==> config.mk <==
export PLATFORM = sky130hd
export DESIGN_NAME = mod_counter
export DESIGN_NICKNAME = d
export VERILOG_FILES = /design/src/rtl/de10_pkg.sv /design/src/rtl/tick_gen.sv /design/src/rtl/mod_counter.sv
export SDC_FILE = /design/constraint.sdc
export NUM_CORES = 1
export LEC_CHECK = 0
export CAP_MARGIN = 20
export CORE_MARGIN = 3
export CORE_UTILIZATION = 52
export DETAILED_ROUTE_END_ITERATION = 7
export PLACE_DENSITY = 0.75
export SLEW_MARGIN = 40
export SYNTH_ARGS = -nofsm -noshare
export SYNTH_HDL_FRONTEND = slang
export SYNTH_SLANG_ARGS = --single-unit
==> constraint.sdc <==
create_clock -name clk -period 1.8 [get_ports clk]
set_input_delay 0.36 -clock clk [delete_from_list [all_inputs] [get_ports clk]]
set_output_delay 0.36 -clock clk [all_outputs]
set_load 0.1 [all_outputs]
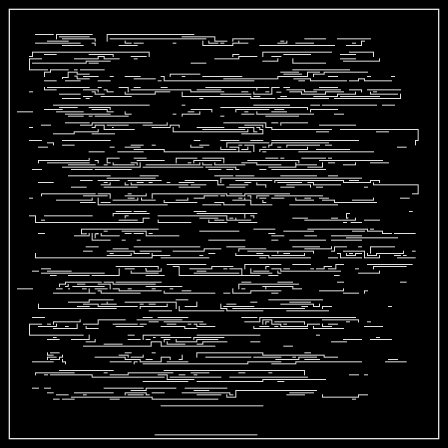
(images/m1.png)
share of all routed wire	38%
longest straight run	21.6 um
nets with wire on the layer	258
wire length on this layer	2680 um
final wirelength: 7.09 mm
via count: 1955
grt met1 use: 33.4%

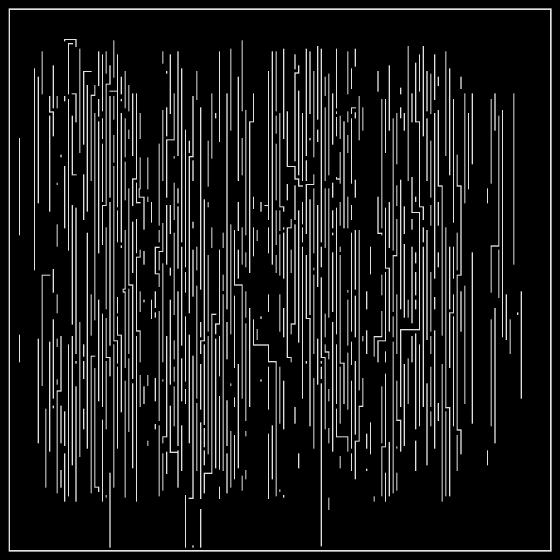
(images/m2.png)
share of all routed wire	50%
wire length on this layer	3540 um
met2 Usage GRT: 46.7%

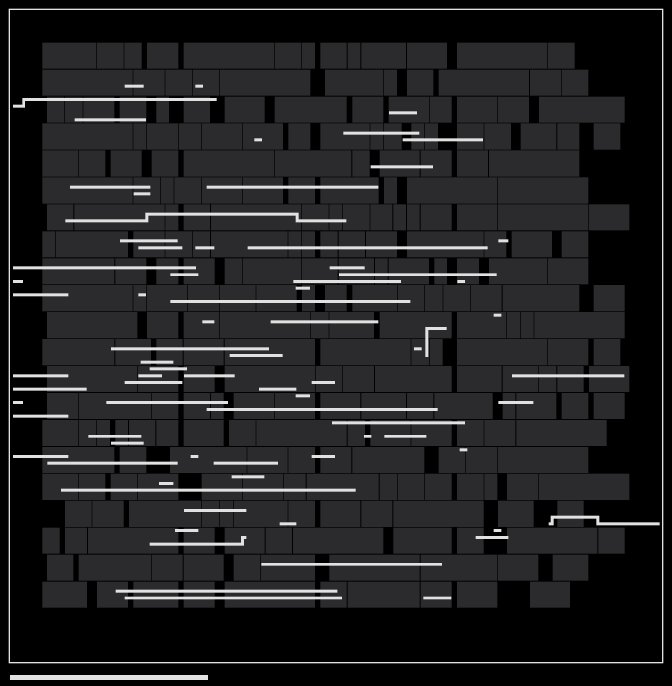
(images/m3.png)
Bar = 20 um.
wire length on this layer	542 um
nets with wire on the layer	52
longest straight run	29.4 um
GR Util met3: 8.50%

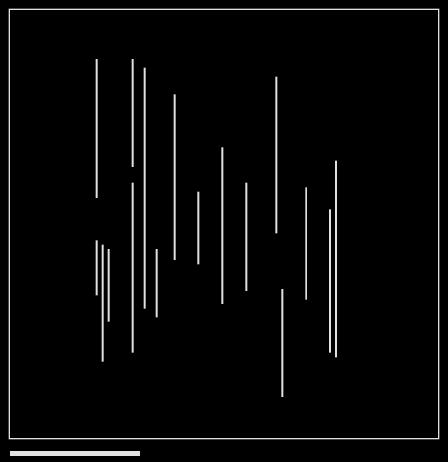
(images/m4.png)
Bar = 20 um.
main direction	vertical
nets with wire on the layer	17

==> results.txt <==
impl run done, here's what came out: status finished with violations, failing checks negative setup slack, critical path's slowest cell dfrtp_1, Setup WS post-layout -0.396 ns, leading area contributor after synthesis dfrtp_1, Worst path max stage delay 0.38 ns, Post-Syn Area 1860 um2, die width 65.8 um, antenna diode count 0, clk slew on worst S/H paths 0.11 ns, Reg2Reg Depth 7, Seq group 0.000790 W, core region area 3390 um2, total CTS buffers 5, biggest area cells dfrtp_1 (44%), xnor2_1 (11%), nor2_1 (6.5%), die area 4330 um2, IO Port Bufs 13, fin crit share 122%, switching part of the total 36.6%, Final HPWL DP 3.49 mm, Main synth FF type dfrtp_1, Ports 14, chip height 65.8 um, Dominant cell area share 44.4%, Worst Setup End Kind primary output, path type of the worst min-delay path primary input to asynchronous set/reset pin, max cap viols 0, Warnings, synthesis 0, Arr. time, crit path 1.84 ns, root buffer cell clkbuf_4, Layout Nets 277, Leakage 1.26 nW, clk sinks 33, endpoints failing setup 33, stage-log warning count 29, clk pwr 0.000496 W, Max power group combinational cells, number of enable flip-flop cells 0, worst path buffer plus inverter count 2, Final Hold Fails 0, DRC viols 0, Metal-1 WL 2.68 mm, Pre-Place Util 54.9%, vias per cell 6.23, syn nets 208, number of flip-flops in the largest register 26, Final Cell Area 3070 um2, Final Util 90.7%
-- cells by family after synthesis --
kind of cell	count (synthesis)	share of synthesized area [%]
XOR/XNOR	26	12.2
flip-flops	33	44.4
AND-OR/OR-AND	19	7.46
adder cells (fa/ha/maj)	4	3.09
AND/OR/NAND/NOR	94	27.0
multiplexers	2	1.21
buffers and inverters	20	4.57
-- stage by stage --
step	hold slack (ns)	TNS [ns]	power [W]	cells	worst slack (ns)
5_1_grt	0.429	-5.95	0.00215	314	-0.488
4_1_cts	0.419	-0.991	0.00199	309	-0.403
3_3_place_gp	0.469	-3.58	0.00144	297	-0.422
3_5_place_dp	0.457	-5.14	0.00146	297	-0.468
6_report	0.416	-3.15	0.00208	314	-0.396
2_1_floorplan	0.0644	-27.08	0.00117	198	-1.02
-- placed cells by master (no fill, tap or decap), types with 6 or more instances in the layout --
cell	n
buf_4	47
dfrtp_1	33
nor2_4	22
xnor2_1	19
inv_1	11
nand2_1	11
buf_12	11
nand3_1	9
nor2_1	8
buf_6	7
nor4_4	6
-- layout make-up --
type / count / area (um2) / area share [%]
multi-input combinational: 145 / 1370 / 44.7
sequential: 33 / 826 / 26.9
timing repair buffer: 71 / 706 / 23.0
clock buffer: 7 / 65.1 / 2.12
tap: 46 / 57.6 / 1.87
inverter: 11 / 41.3 / 1.34
clock inverter: 1 / 5.00 / 0.163
-- worst reg2reg max path, cell delays in order, from the launching register on --
cell and delay, ns:
dfrtp_1 0.41, buf_4 0.18, ha_1 0.29, a21o_1 0.20
a21oi_1 0.19, xnor2_1 0.12, a311oi_1 0.33, o211a_1 0.21
-- what timing repair did --
item,in CTS,in global routing
endpoints found under the setup margin,21,34
pin swaps,6,40
hold buffers,0,0
endpoints found under the hold margin,0,0
gates cloned,1,1
gates resized,18,93
setup buffers,5,5
Power is estimated from default activity; no workload was simulated.
